$ cat config.mk
export PLATFORM = sky130hd
export DESIGN_NAME = note_driver_flat
export DESIGN_NICKNAME = d
export VERILOG_FILES = /design/src/rtl/note_driver_if.sv /design/src/rtl/note_driver.sv /design/src/flat_wrapper.sv
export SDC_FILE = /design/constraint.sdc
export NUM_CORES = 1
export LEC_CHECK = 0
export CORE_UTILIZATION = 60
export CTS_CLUSTER_DIAMETER = 100
export DETAILED_ROUTE_END_ITERATION = 10
export PLACE_DENSITY = 0.86
export SYNTH_ARGS = -nofsm -noshare
export SYNTH_HDL_FRONTEND = slang
export SYNTH_SLANG_ARGS = --single-unit
$ cat constraint.sdc
create_clock -name clk -period 4.2 [get_ports clk]
set_input_delay 0.42 -clock clk [delete_from_list [all_inputs] [get_ports clk]]
set_output_delay 0.42 -clock clk [all_outputs]
set_load 0.02 [all_outputs]
$ cat src/rtl/note_driver_if.sv
// rtl/note_driver_if.sv - note handshake and sample output bundle for note_driver
// Ports (slave = note_driver side):
//   play                 run enable
//   new_note_valid       note offered
//   note_ready           note accepted when high together with new_note_valid
//   note_step            20-bit phase increment per sample
//   note_duration_in     6-bit note length in beats
//   note_duration        latched duration of the current note
//   generate_next_sample one-cycle sample strobe
//   sample               signed 16-bit square-wave sample
//   done_with_note       one-cycle end-of-note pulse
//   busy                 note in progress
interface note_driver_if;
  logic               play;
  logic               new_note_valid;
  logic               note_ready;
  logic [19:0]        note_step;
  logic [5:0]         note_duration_in;
  logic [5:0]         note_duration;
  logic               generate_next_sample;
  logic signed [15:0] sample;
  logic               done_with_note;
  logic               busy;

  modport slave (
    input  play, new_note_valid, note_step, note_duration_in,
    output note_ready, note_duration, generate_next_sample, sample,
           done_with_note, busy
  );

  modport master (
    output play, new_note_valid, note_step, note_duration_in,
    input  note_ready, note_duration, generate_next_sample, sample,
           done_with_note, busy
  );
endinterface

$ cat src/rtl/note_driver.sv
// rtl/note_driver.sv - square-wave note source pacing the sample strobe and note duration
// Ports:
//   clk    system clock
//   reset  asynchronous active-high reset
//   bus    note_driver_if.slave (handshake, note fields, sample outputs)
// Optional feature: NOTE_DRIVER_REST_EN makes note_step==0 a silent rest.
module note_driver #(
  parameter int                 SAMPLE_DIV = 1136,
  parameter int                 BEAT_DIV   = 4,
  parameter logic signed [15:0] AMPLITUDE  = 16'sh3FFF
) (
  input  logic          clk,
  input  logic          reset,
  note_driver_if.slave  bus
);

  localparam int DW = $clog2(SAMPLE_DIV);
  localparam int BW = (BEAT_DIV > 1) ? $clog2(BEAT_DIV) : 1;
  localparam logic [DW-1:0] DIV_LAST  = DW'(SAMPLE_DIV - 1);
  localparam logic [BW-1:0] BEAT_LAST = BW'(BEAT_DIV - 1);

  typedef enum logic [1:0] {IDLE, PLAYING, DONE} state_t;

  state_t state, state_n;

  logic [19:0]        step_q;
  logic [19:0]        phase;
  logic [DW-1:0]      div_cnt;
  logic [BW-1:0]      beat_cnt;
  logic [5:0]         remaining;
  logic [5:0]         duration_q;
  logic signed [15:0] sample_q;

  logic               transfer;
  logic               strobe;
  logic               done_pulse;
  logic               ready;
  logic               busy_c;
  logic [19:0]        phase_n;

  assign phase_n = phase + step_q;

  always_ff @(posedge clk or posedge reset) begin
    if (reset) state <= IDLE;
    else       state <= state_n;
  end

  // play only gates the PLAYING/DONE progress; a note offered in IDLE is
  // still taken, it just will not advance until play returns.
  always_comb begin
    state_n    = state;
    ready      = 1'b0;
    busy_c     = 1'b0;
    transfer   = 1'b0;
    strobe     = 1'b0;
    done_pulse = 1'b0;
    case (state)
      IDLE: begin
        ready    = 1'b1;
        transfer = bus.new_note_valid;
        if (bus.new_note_valid)
          state_n = (bus.note_duration_in != 6'd0) ? PLAYING : DONE;
      end
      PLAYING: begin
        busy_c = 1'b1;
        if (bus.play && div_cnt == DIV_LAST) begin
          strobe = 1'b1;
          if (beat_cnt == BEAT_LAST && remaining == 6'd1)
            state_n = DONE;
        end
      end
      DONE: begin
        busy_c = 1'b1;
        if (bus.play) begin
          done_pulse = 1'b1;
          state_n    = IDLE;
        end
      end
      default: state_n = IDLE;
    endcase
  end

  always_ff @(posedge clk or posedge reset) begin
    if (reset) begin
      step_q     <= '0;
      phase      <= '0;
      div_cnt    <= '0;
      beat_cnt   <= '0;
      remaining  <= '0;
      duration_q <= '0;
      sample_q   <= '0;
    end else begin
      if (transfer) begin
        step_q     <= bus.note_step;
        duration_q <= bus.note_duration_in;
        remaining  <= bus.note_duration_in;
        phase      <= '0;
        div_cnt    <= '0;
        beat_cnt   <= '0;
      end else if (state == PLAYING && bus.play) begin
        if (strobe) begin
          div_cnt <= '0;
          phase   <= phase_n;
`ifdef NOTE_DRIVER_REST_EN
          if (step_q == 20'd0)
            sample_q <= '0;
          else
            sample_q <= phase_n[19] ? -AMPLITUDE : AMPLITUDE;
`else
          sample_q <= phase_n[19] ? -AMPLITUDE : AMPLITUDE;
`endif
          if (beat_cnt == BEAT_LAST) begin
            beat_cnt  <= '0;
            remaining <= remaining - 6'd1;
          end else begin
            beat_cnt <= beat_cnt + 1'b1;
          end
        end else begin
          div_cnt <= div_cnt + 1'b1;
        end
      end else if (done_pulse) begin
        sample_q <= '0;
        phase    <= '0;
      end
    end
  end

  assign bus.note_ready           = ready;
  assign bus.busy                 = busy_c;
  assign bus.generate_next_sample = strobe;
  assign bus.done_with_note       = done_pulse;
  assign bus.sample               = sample_q;
  assign bus.note_duration        = duration_q;

endmodule

$ cat src/flat_wrapper.sv
// flat-port wrapper written by rule: the top's interface ports become plain ports
module note_driver_flat 
#(
  parameter int                 SAMPLE_DIV = 1136,
  parameter int                 BEAT_DIV   = 4,
  parameter logic signed [15:0] AMPLITUDE  = 16'sh3FFF
)
  (clk, reset, bus_play, bus_new_note_valid, bus_note_step, bus_note_duration_in, bus_note_ready, bus_note_duration, bus_generate_next_sample, bus_sample, bus_done_with_note, bus_busy);
  note_driver_if bus_i ();
  input  logic clk;
  input  logic reset;
  input wire logic [$bits(bus_i.play)-1:0] bus_play;
  input wire logic [$bits(bus_i.new_note_valid)-1:0] bus_new_note_valid;
  input wire logic [$bits(bus_i.note_step)-1:0] bus_note_step;
  input wire logic [$bits(bus_i.note_duration_in)-1:0] bus_note_duration_in;
  output wire logic [$bits(bus_i.note_ready)-1:0] bus_note_ready;
  output wire logic [$bits(bus_i.note_duration)-1:0] bus_note_duration;
  output wire logic [$bits(bus_i.generate_next_sample)-1:0] bus_generate_next_sample;
  output wire logic [$bits(bus_i.sample)-1:0] bus_sample;
  output wire logic [$bits(bus_i.done_with_note)-1:0] bus_done_with_note;
  output wire logic [$bits(bus_i.busy)-1:0] bus_busy;
  assign bus_i.play = bus_play;
  assign bus_i.new_note_valid = bus_new_note_valid;
  assign bus_i.note_step = bus_note_step;
  assign bus_i.note_duration_in = bus_note_duration_in;
  assign bus_note_ready = bus_i.note_ready;
  assign bus_note_duration = bus_i.note_duration;
  assign bus_generate_next_sample = bus_i.generate_next_sample;
  assign bus_sample = bus_i.sample;
  assign bus_done_with_note = bus_i.done_with_note;
  assign bus_busy = bus_i.busy;
  note_driver #(.SAMPLE_DIV(SAMPLE_DIV), .BEAT_DIV(BEAT_DIV), .AMPLITUDE(AMPLITUDE)) u_core (.clk(clk), .reset(reset), .bus(bus_i));
endmodule
==> run summary, run 1 <==
first-pass GRT wire length = 15.4 mm
WP data required = 3780 ps
Routed WL per cell = 14.8 um
TritonCTS Buffers = 9
routability-driven placement congestion ratio = 0.843
Cell Area, Synth = 0.00414 mm2
vias in the first global route = 3386
met1 wire length = 4.00 mm
GRT Total Usage = 27.2%
Adders+Majority by Area = 8.35%
clock skew = 14.2 ps
Routed WL = 8.93 mm
max layer used = met4
die height = 85.0 um
Yosys cell types = 57
antenna violations before repair = 0
io pins = 56
DIE AREA = 0.00723 mm2
Clock transition at path regs = 80 ps
syn nets = 536
Crit Path Class = reg2out
Post-Synth XOR/XNOR Area = 4.87%
# resized after CTS = 0
post-placement cell area = 0.00464 mm2
EDFF count, synth = 0
Synth flops = 70
vias = 3420
Final Cycle Share = 72.6%
DR WL met2 = 4.36 mm
Final Cell Area = 0.00484 mm2
Port-buffer cells = 55
Die X = 85.0 um
crit start category = flop
Avg Cell Area, Syn = 8.64 um2
DRT Pass-1 Iters = 4
CTS root buf = clkbuf_8
CP endpoint kind = output port
Max Cap Viol = 0
stage-log warning count = 29
CTS H-tree depth = 3
area grow syn2layout = 17.1%
net count reported at finish = 577
yosys cell count = 479
max_slew headroom = 36.6%
Setup Fix Bufs, Post-CTS = 0
CTS tree = yes
Final setup viols = 0
PwrDens = 522 mW/mm2
Fmax = 0.328 GHz
placed wire-length estimate = 6.36 mm
Slowest cell on crit path = clkdlybuf4s50_1
worst-margin pin slew = 949 ps
Post-DRT Antenna Nets = 0
Pins Over Slew Limit = 0
DR DRC count = 0
Synth async-reset ratio = 100%
Chip Area, Yosys = 0.00414 mm2
worst-path cell chain = or4b_4 -> nor4_4 -> nand3_2 -> inv_2 -> clkdlybuf4s50_1
CTS Hold Bufs = 0
Leak Pwr = 2.30 nW
unrepaired setup endpoints after global routing = false
share of cells above drive strength 1 = 6.48%
HP Class = reg2reg
largest net degree at the start of global routing = 47
CP top delay family = simple AND/OR/NAND/NOR gates
fin crit period = 3050 ps
Syn. warnings = 0
antenna fix cells = 0
ao+oa area frac = 17.1%
Syn Inst Count = 479
Commonest flop = dfrtp_1
Synth logic family = simple AND/OR/NAND/NOR gates
total power = 2.53 mW
crit-path max FO = 6
Hold Vio Cnt, Final = 0
Avg Vias per Cell = 5.68
starting density of the core = 63.7%
met3 wire len = 439 um
GRT overflow = 0
crit path buf inv count = 2
CP max stage delay = 610 ps
register area share after synthesis = 42.3%
mux share = 0%
worst vdd ir = 0.376 mV
initial DRC count = 226
CTS max path bufs = 2
clk ins delay skew pair = 360 ps
Data arrival, critical path = 2630 ps
Simple-Gate Area Share = 22.2%
setup TNS = 0 ps
outcome = complete, no violations
row cnt = 29
-- run 1: flip-flops by register name, indices dropped and copies added, names as in the netlist --
signal	flops
u_core.state	2
u_core.phase	20
u_core.remaining	6
u_core.beat_cnt	2
u_core.bus.note_duration	6
u_core.step_q	20
u_core.bus.sample	3
u_core.div_cnt	11
-- run 1: metrics by stage --
step	util (%)	setup slack, ps	std cells	hold WS, ps
global placement	71.5	1610	586	461
global route	74.6	1020	602	498
CTS	74.6	1150	602	484
floorplan	-	1970	479	444
finish	74.6	1150	602	480
detailed placement	71.5	1570	586	462
-- run 1: worst paths after layout --
check | from | to | slack [ps] | cells after the start
setup / recovery | u_core.div_cnt[7] | bus_generate_next_sample | 1150 | 5
hold / removal | u_core.bus.note_duration[4] | u_core.bus.note_duration[4] | 480 | 2
setup reg to reg | u_core.step_q[0] | u_core.phase[16] | 1690 | 9
hold reg to reg | u_core.bus.note_duration[4] | u_core.bus.note_duration[4] | 480 | 2
max in group asynchronous | reset | u_core.phase[3] | 2720 | 3
min in group asynchronous | reset | u_core.bus.note_duration[3] | 580 | 2
-- run 1: worst min-delay path, cell delays in order, from the launching register on --
cell and delay (ps):
dfrtp_1 350, nand2_1 50, nand2_1 60
-- run 1: cells in the final DEF, fill, tap and decap left out, types with 8 or more instances in the layout --
cell type        instances
o21ai_1                  9
inv_1                    9
a21o_1                  10
nor3_1                   8
a21oi_1                 16
clkbuf_8                10
o21ai_0                 43
ha_1                    26
nand3_1                 14
xor2_1                  16
nor2_1                  26
dfrtp_1                 70
nand2_1                131
clkdlybuf4s50_1         55
-- run 1: cells by family after synthesis --
group                      after synthesis
and+or+nand+nor                        207
DFF                                     70
AOI/OAI and AO/OA                      112
buffers and inverters                   40
adders and majority gates               27
xor gates and xnor gates                23
-- run 1: per-layer routing --
| layer | global-route usage [%] | vias up |
|---|---|---|
| li1 | - | 1715 |
| met1 | 33.7 | 1619 |
| met2 | 46.9 | 75 |
| met3 | 7.68 | 11 |
| met4 | 7.24 | 0 |
| met5 | 0 | - |
-- run 1: area by class of cell --
type	instances	area, um2
Tap cell	77	96.3
Clock inverter	5	58.8
Clock buffer	11	141
Inverter	11	41.3
Sequential cell	70	1750
Multi-Input combinational cell	369	2170
Fill cell	479	1650
Timing Repair Buffer	59	581
-- run 1: cell usage after synthesis, drive strengths merged, types with 3 or more instances --
cell type  number  area [um2]
a21o           10        75.1
clkbuf         10        37.5
nand3          15        80.1
buf            19         134
a211o           3        26.3
ha             26         325
and2            3        18.8
a22o            3        26.3
nand2b          3        18.8
a21oi          16        80.1
nand2         133         504
o31ai           4        35.0
o21ai          52         260
inv            11        41.3
nor3            9        50.1
and3            4        25.0
xnor2           7        61.3
o211ai          3        27.5
o21bai          4        30.0
nor2           28         115
dfrtp          70        1750
xor2           16         140
-- run 1: power breakdown --
part           internal, mW  switching [mW]  leakage [nW]  total, mW
combinational         0.404           0.605          1.28       1.01
sequential            0.844           0.125         0.923      0.969
clock                 0.290           0.261        0.0955      0.551
total                  1.54           0.991          2.30       2.53
==> run_1/clock_wires.png <==
Scale: 6 px per um.
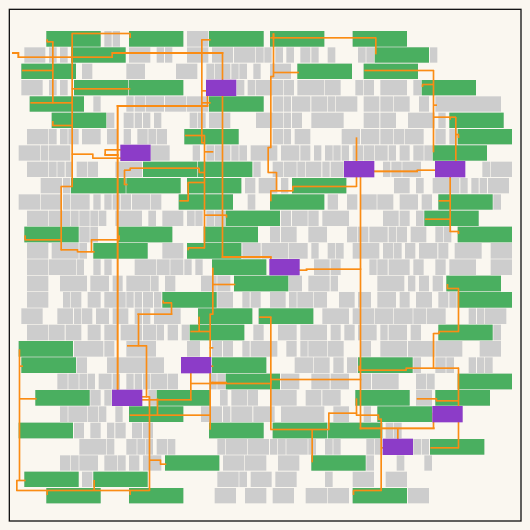
legend:
  orange:
    item: clock wires
    length: 924 um
  green:
    item: flip-flops
    count: 70
  purple:
    item: clock-net drivers
    count: 9
flops lie: spread over the die
routed clock nets: 10

==> run_1/clock_nets.png <==
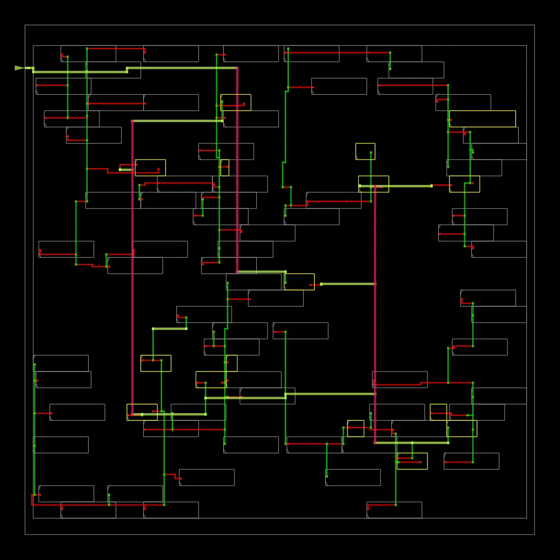
clock sinks: 70
clock buffer count: 11

==> run_1/class_map.png <==
Scale: 4 px per um. Fill, decap, tap and diode cells in gray.
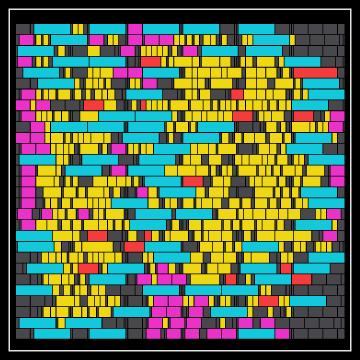
legend:
  yellow:
    class: remaining logic cells
    cells: 380
  red:
    class: clock drivers and dummy loads
    cells: 16
  cyan:
    class: registers
    cells: 70
  magenta:
    class: remaining buffers and delay cells
    cells: 59
core footprint: 0.00649 mm2
flop share of the area: 36.2%

==> run 2, diff against run 1 <==
- CORE_UTILIZATION: 60 -> 50
- PLACE_DENSITY: 0.86 -> 0.77
- clock period: 4.2 -> 2.6 ns (I/O delays scaled with it)
==> run_2/m2.png <==
Scale: 4 px per um. Cells faint in the background.
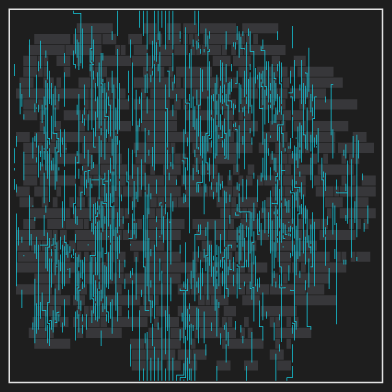
wire length on this layer: 4440 um
longest straight run: 32.5 um

==> run 2 against run 1 <==
  * Worst hold slack worse by 200 ps
  * Highest routed layer unchanged
  * Clock skew down 4.1 ps
  * Register-to-register slack worse by 1500 ps
  * Critical path depth unchanged
  * Sequential cell count is the same
  * Sequential power rose by 61%
  * First-iteration DRC count fell by 15%
  * Count of clock-buffer cells in the layout unchanged
==> run summary, run 2 <==
outcome = complete, no violations
crit path launch = u_core.div_cnt[8]
most used logic cell in the final layout = nand2_1
Commonest flop = dfrtp_1
row cnt = 32
die height = 93.0 um
DRT Pass-1 Iters = 5
Chip Area, Yosys = 0.00414 mm2
most common cell in the netlist = nand2_1
area grow syn2layout = 20.0%
CTS max path bufs = 2
Slowest cell on crit path = or4b_4
CTS H-tree depth = 3
PwrDens = 846 mW/mm2
net count reported at finish = 583
largest net degree at the start of global routing = 71
Top Layout Cells = nand2_1 (131), dfrtp_1 (70), clkdlybuf4s50_1 (54), o21ai_0 (43)
routability-driven placement congestion ratio = 0.881
share of cells above drive strength 1 = 7.53%
clock sinks = 70
crit path buf inv count = 2
Layout Cells excl Fill = 633
crit start category = flop
Leak Pwr = 2.36 nW
WP data required = 2340 ps
Data arrival, critical path = 2230 ps
register area share after synthesis = 42.3%
syn nets = 536
Final setup viols = 0
placed wire-length estimate = 6.66 mm
CP top delay family = simple AND/OR/NAND/NOR gates
Max Cap Viol = 0
vias = 3522
Synth flops = 70
initial DRC count = 193
io pins = 56
HP Class = in2async
GRT Total Usage = 22.2%
fin crit period = 2490 ps
crit-path max FO = 6
Syn Inst Count = 479
Pins Over Slew Limit = 0
CTS tree = yes
Clock transition at path regs = 80 ps
Routed WL per cell = 14.3 um
CTS Hold Bufs = 0
Cell Area, Synth = 0.00414 mm2
unrepaired setup endpoints after global routing = false
Avg Cell Area, Syn = 8.64 um2
clk ins delay skew pair = 350 ps
total power = 4.20 mW
largest registers = u_core.phase x20, u_core.step_q x20, u_core.div_cnt x11
GRT overflow = 0
worst-path cell chain = or4b_4 -> nor4_4 -> nand3_2 -> inv_2 -> dlygate4sd2_1
Fmax = 0.401 GHz
worst vdd ir = 0.642 mV
Synth top cells by count = nand2_1 (131), dfrtp_1 (70), o21ai_0 (43)
Setup Fix Bufs, Post-CTS = 0
CP endpoint kind = output port
antenna fix cells = 0
DR DRC count = 0
Synth area leader = dfrtp_1
vias in the first global route = 3390
Die X = 93.0 um
Routed WL = 9.08 mm
origin of the critical flop-to-flop path = u_core.phase[1]
worst-margin pin slew = 791 ps
EDFF count, synth = 0
Synth async-reset ratio = 100%
Final Cycle Share = 95.9%
setup TNS = 0 ps
top cells, area = dfrtp_1 (42%), nand2_1 (12%), ha_1 (7.9%)
Yosys cell types = 57
post-placement cell area = 0.00473 mm2
Post-DRT Antenna Nets = 0
Avg Vias per Cell = 5.56
Max-area cell share = 42.3%
placed cells = 617
Port-buffer cells = 55
starting density of the core = 52.7%
CP max stage delay = 540 ps
TritonCTS Buffers = 9
Final Cell Area = 0.00496 mm2
CTS root buf = clkbuf_8
stage-log warning count = 29
clock skew = 10.1 ps
max_slew headroom = 47.3%
Crit Path Class = reg2out
yosys cell count = 479
antenna violations before repair = 0
Hold Vio Cnt, Final = 0
DIE AREA = 0.00864 mm2
==> run_2/class_map.png <==
Scale: 4 px per um. Fill, decap, tap and diode cells in gray.
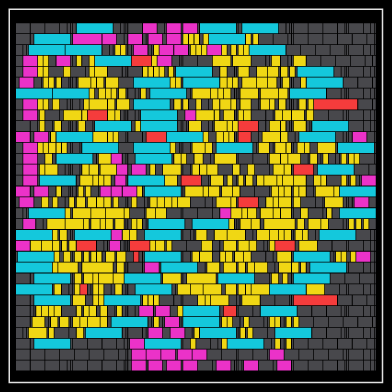
legend:
  magenta:
    class: remaining buffers and delay cells
    cells: 65
  yellow:
    class: remaining logic cells
    cells: 380
  cyan:
    class: registers
    cells: 70
  red:
    class: clock drivers and dummy loads
    cells: 16
flop share of the area: 35.3%
core footprint: 0.00785 mm2

## run 2: path summary, 6_finish.rpt
path / cells past startpoint / slack, ps / endpoint
worst max-delay path: 5 / 110 / bus_generate_next_sample
worst min-delay path: 3 / 280 / u_core.bus.note_duration[0]
worst max register to register: 8 / 180 / u_core.phase[17]
worst min register to register: 2 / 480 / u_core.bus.note_duration[4]
max in group asynchronous: 3 / 1980 / u_core.phase[18]
min in group clk: 3 / 440 / u_core.step_q[0]
## run 2: routing by layer
metal  up-vias  GRT usage [%]  wire [um]
li1       1730              -          -
met1      1700           27.9       4120
met2        78           38.0       4440
met3        14           4.93        387
met4         0           6.67        139
met5         -              0          0
## run 2: final cells by class
cell class              instances  area, um2
multi-input cells             369       2180
repair buffers                 65        637
inverters                      11       41.3
well taps                     102        128
flip-flops and latches         70       1750
clock inverters                 5       82.6
fillers                       674       2890
clock buffers                  11        141
## run 2: worst register-to-register path: cells and delay by family (launching register included)
family	cells	cell delay [ps]
DFF	1	410
xor gates and xnor gates	1	170
AOI/OAI and AO/OA	6	1400
adders and majority gates	1	330
## run 2: what timing repair did
item,in CTS,in global routing
hold endpoints to repair,0,0
endpoints found under the setup margin,1,3
gates resized,1,1
## run 2: power breakdown
group | internal (mW) | switching (mW) | leakage, nW
logic | 0.675 | 0.987 | 1.32
registers | 1.36 | 0.193 | 0.923
clock network | 0.568 | 0.411 | 0.113
total | 2.61 | 1.59 | 2.36
## run 2: cell families after synthesis
| family | after synthesis | share of synthesized area, % |
|---|---|---|
| fa+ha+maj | 27 | 8.35 |
| compound gates | 112 | 17.1 |
| buf+inv | 40 | 5.14 |
| xor+xnor | 23 | 4.87 |
| simple gates | 207 | 22.2 |
| flops | 70 | 42.3 |
## run 2: stage by stage
| stage | hold WS [ps] | setup slack [ps] | utilization (%) |
|---|---|---|---|
| after floorplan | 365 | 370 | - |
| after global placement | 464 | 241 | 60.3 |
| after detailed placement | 462 | 170 | 60.3 |
| after CTS | 317 | 103 | 63.1 |
| after global routing | 317 | 23.4 | 63.2 |
| final | 280 | 107 | 63.2 |
==> run 3, diff against run 2 <==
- RECOVER_POWER: default -> 25
==> run_3/clock_wires.png <==
Scale: 4 px per um.
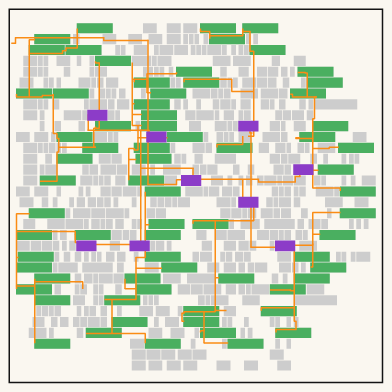
legend:
  green:
    item: flip-flops
    count: 70
  orange:
    item: clock wires
    length: 849 um
  purple:
    item: clock-net drivers
    count: 9
flops lie: spread over the die
Clk. pwr: 980 uW
clk ins delay skew pair: 350 ps

==> run 3 against run 2 <==
  * The flow now finishes with violations (max-capacitance violations, max-slew violations)
  * Count of clock-buffer cells in the layout is the same
  * Worst setup slack about the same
  * Non-clock buffer count stayed put
  * Highest routed layer unchanged
  * Fmax hardly changed
  * Combinational power hardly changed
  * Sequential share of layout area rose by 0.11 points
==> run summary, run 3 <==
core footprint = 0.00785 mm2
Synth area leader = dfrtp_1
PwrDens = 848 mW/mm2
vias = 3519
CTS H-tree depth = 3
vias in the first global route = 3390
CP endpoint kind = output port
crit start category = flop
GRT overflow = 0
clock sinks = 70
Syn. warnings = 0
CTS tree = yes
Syn Inst Count = 479
Avg Cell Area, Syn = 8.64 um2
Hold Vio Cnt, Final = 0
Final setup viols = 0
antenna fix cells = 0
Data arrival, critical path = 2230 ps
CTS max path bufs = 2
yosys cell count = 479
r2r worst-path depth = 8
Cell Area, Synth = 0.00414 mm2
die height = 93.0 um
Leak Pwr = 2.35 nW
crit-path max FO = 6
largest net degree at the start of global routing = 71
antenna violations before repair = 0
met3 wire len = 410 um
Routed WL per cell = 14.3 um
Chip Area, Yosys = 0.00414 mm2
stage-log warning count = 29
DRT Pass-1 Iters = 5
most common cell in the netlist = nand2_1
placed wire-length estimate = 6.66 mm
setup TNS = 0 ps
Yosys cell types = 57
HP Start = bus_note_step[0]
routability-driven placement congestion ratio = 0.881
hold-critical path depth = 3
CP max stage delay = 540 ps
worst vdd ir = 0.642 mV
Synth flops = 70
final core utilization = 63.0%
Clock transition at path regs = 70 ps
CP top delay family = simple AND/OR/NAND/NOR gates
DR WL met2 = 4.43 mm
Fmax = 0.401 GHz
Commonest flop = dfrtp_1
max layer used = met4
Hold Path End = u_core.step_q[0]
flop-to-flop setup slack = 180 ps
unrepaired setup endpoints after global routing = false
met1 wire length = 4.10 mm
TritonCTS Buffers = 9
initial DRC count = 193
Die X = 93.0 um
starting density of the core = 52.7%
DIE AREA = 0.00864 mm2
share of cells above drive strength 1 = 7.34%
Post-DRT Antenna Nets = 0
final hold slack = 439 ps
RR Endpoint = u_core.phase[17]
clock skew = 9.61 ps
origin of the critical flop-to-flop path = u_core.phase[1]
area grow syn2layout = 19.6%
Crit Path Class = reg2out
Top Layout Cells = nand2_1 (131), dfrtp_1 (70), clkdlybuf4s50_1 (53), o21ai_0 (43)
violations in the final reports = max-capacitance violations, max-slew violations
Pins Over Slew Limit = 71
Slowest cell on crit path = or4b_4
crit path buf inv count = 2
CTS root buf = clkbuf_8
Routed WL = 9.08 mm
Max-area cell share = 42.3%
Final Cycle Share = 95.9%
HP Class = in2reg
worst-path cell chain = or4b_4 -> nor4_4 -> nand3_2 -> inv_2 -> dlygate4sd2_1
fin crit period = 2490 ps
EDFF count, synth = 0
Synth top cells by count = nand2_1 (131), dfrtp_1 (70), o21ai_0 (43)
Synth async-reset ratio = 100%
GRT Total Usage = 22.2%
register area share after synthesis = 42.3%
WP data required = 2340 ps
worst-margin pin slew = 1710 ps
net count reported at finish = 583
most used logic cell in the final layout = nand2_1
top cells, area = dfrtp_1 (42%), nand2_1 (12%), ha_1 (7.9%)
Avg Vias per Cell = 5.56
syn nets = 536
outcome = finished with violations
first-pass GRT wire length = 15.1 mm
max_slew headroom = -13.8%
row cnt = 32
Max Cap Viol = 1
DR DRC count = 0
largest registers = u_core.phase x20, u_core.step_q x20, u_core.div_cnt x11
==> run_3/port_trees.png <==
Scale: 4 px per um.
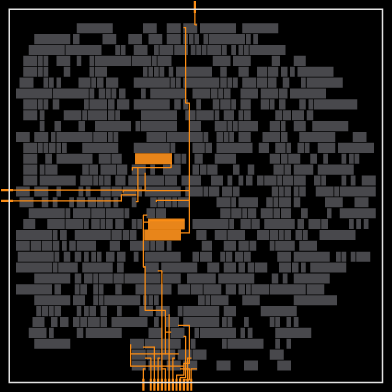
legend:
  orange:
    port: bus_sample
    bits: 16
    direction: output
    edge: 13 bottom, 2 left, 1 top
    end_cells: 3
    buffers: 16
    wire: 392 um
io pins: 56
Port-buffer cells: 55

-- run 3: cell counts after synthesis --
Identical to the previous run, type by type.
-- run 3: layout make-up --
type / instances / area (um2)
inverters: 11 / 41.3
well taps: 102 / 128
clock inverters: 5 / 82.6
repair buffers: 65 / 622
clock buffers: 11 / 141
flip-flops and latches: 70 / 1750
fillers: 676 / 2900
multi-input cells: 369 / 2180
-- run 3: tightest hold or removal path, cell delays in order --
cell and delay (ps):
clkdlybuf4s50_1 390, nand2_1 50, nand2_1 40
-- run 3: kinds of logic (layout without fill, tap and decap cells) --
logic type               Yosys count  after routing  share of synthesized area [%]
flip-flops                        70             70                           42.3
adder cells (fa/ha/maj)           27             27                           8.35
AND/OR/NAND/NOR                  207            207                           22.2
XOR/XNOR                          23             23                           4.87
AND-OR/OR-AND                    112            112                           17.1
buffers and inverters             40             92                           5.14
-- run 3: through the flow --
stage | cells | area (um2) | worst slack, ps | total power, mW
4_1_cts | 633 | 4950 | 103 | 4.21
3_3_place_gp | 617 | 4730 | 241 | 3.17
5_1_grt | 633 | 4950 | 23.4 | 4.48
3_5_place_dp | 617 | 4730 | 170 | 3.22
6_report | 633 | 4950 | 106 | 4.19
2_1_floorplan | 479 | 4140 | 370 | 2.71
-- run 3: where the power goes --
group	leakage, nW	switching [mW]	internal, mW
registers	0.923	0.193	1.36
clock network	0.113	0.411	0.568
logic	1.31	0.987	0.672
total	2.35	1.59	2.60
-- run 3: worst max path at each step --
stage                           start                       end  slack [ps]  cells after the start
floorplan             u_core.phase[1]          u_core.phase[17]         370                      8
global placement    u_core.div_cnt[7]  bus_generate_next_sample         240                      5
detailed placement    u_core.phase[0]          u_core.phase[14]         170                      9
CTS                 u_core.div_cnt[7]  bus_generate_next_sample         100                      5
global route          u_core.phase[1]          u_core.phase[17]          20                      8
finish              u_core.div_cnt[8]  bus_generate_next_sample         110                      5
-- run 3: timing repair --
item | 4_1_cts | 5_1_grt
setup endpoints to repair | 1 | 3
hold buffers | 0 | 0
resized | 1 | 1
buffers inserted | 0 | 0
-- run 3: per-layer routing --
layer	vias up	global-route usage (%)
li1	1729	-
met1	1697	27.9
met2	79	38.0
met3	14	4.93
met4	0	6.67
met5	-	0
Power figures rest on the tool's default switching activity, not on a simulated workload.
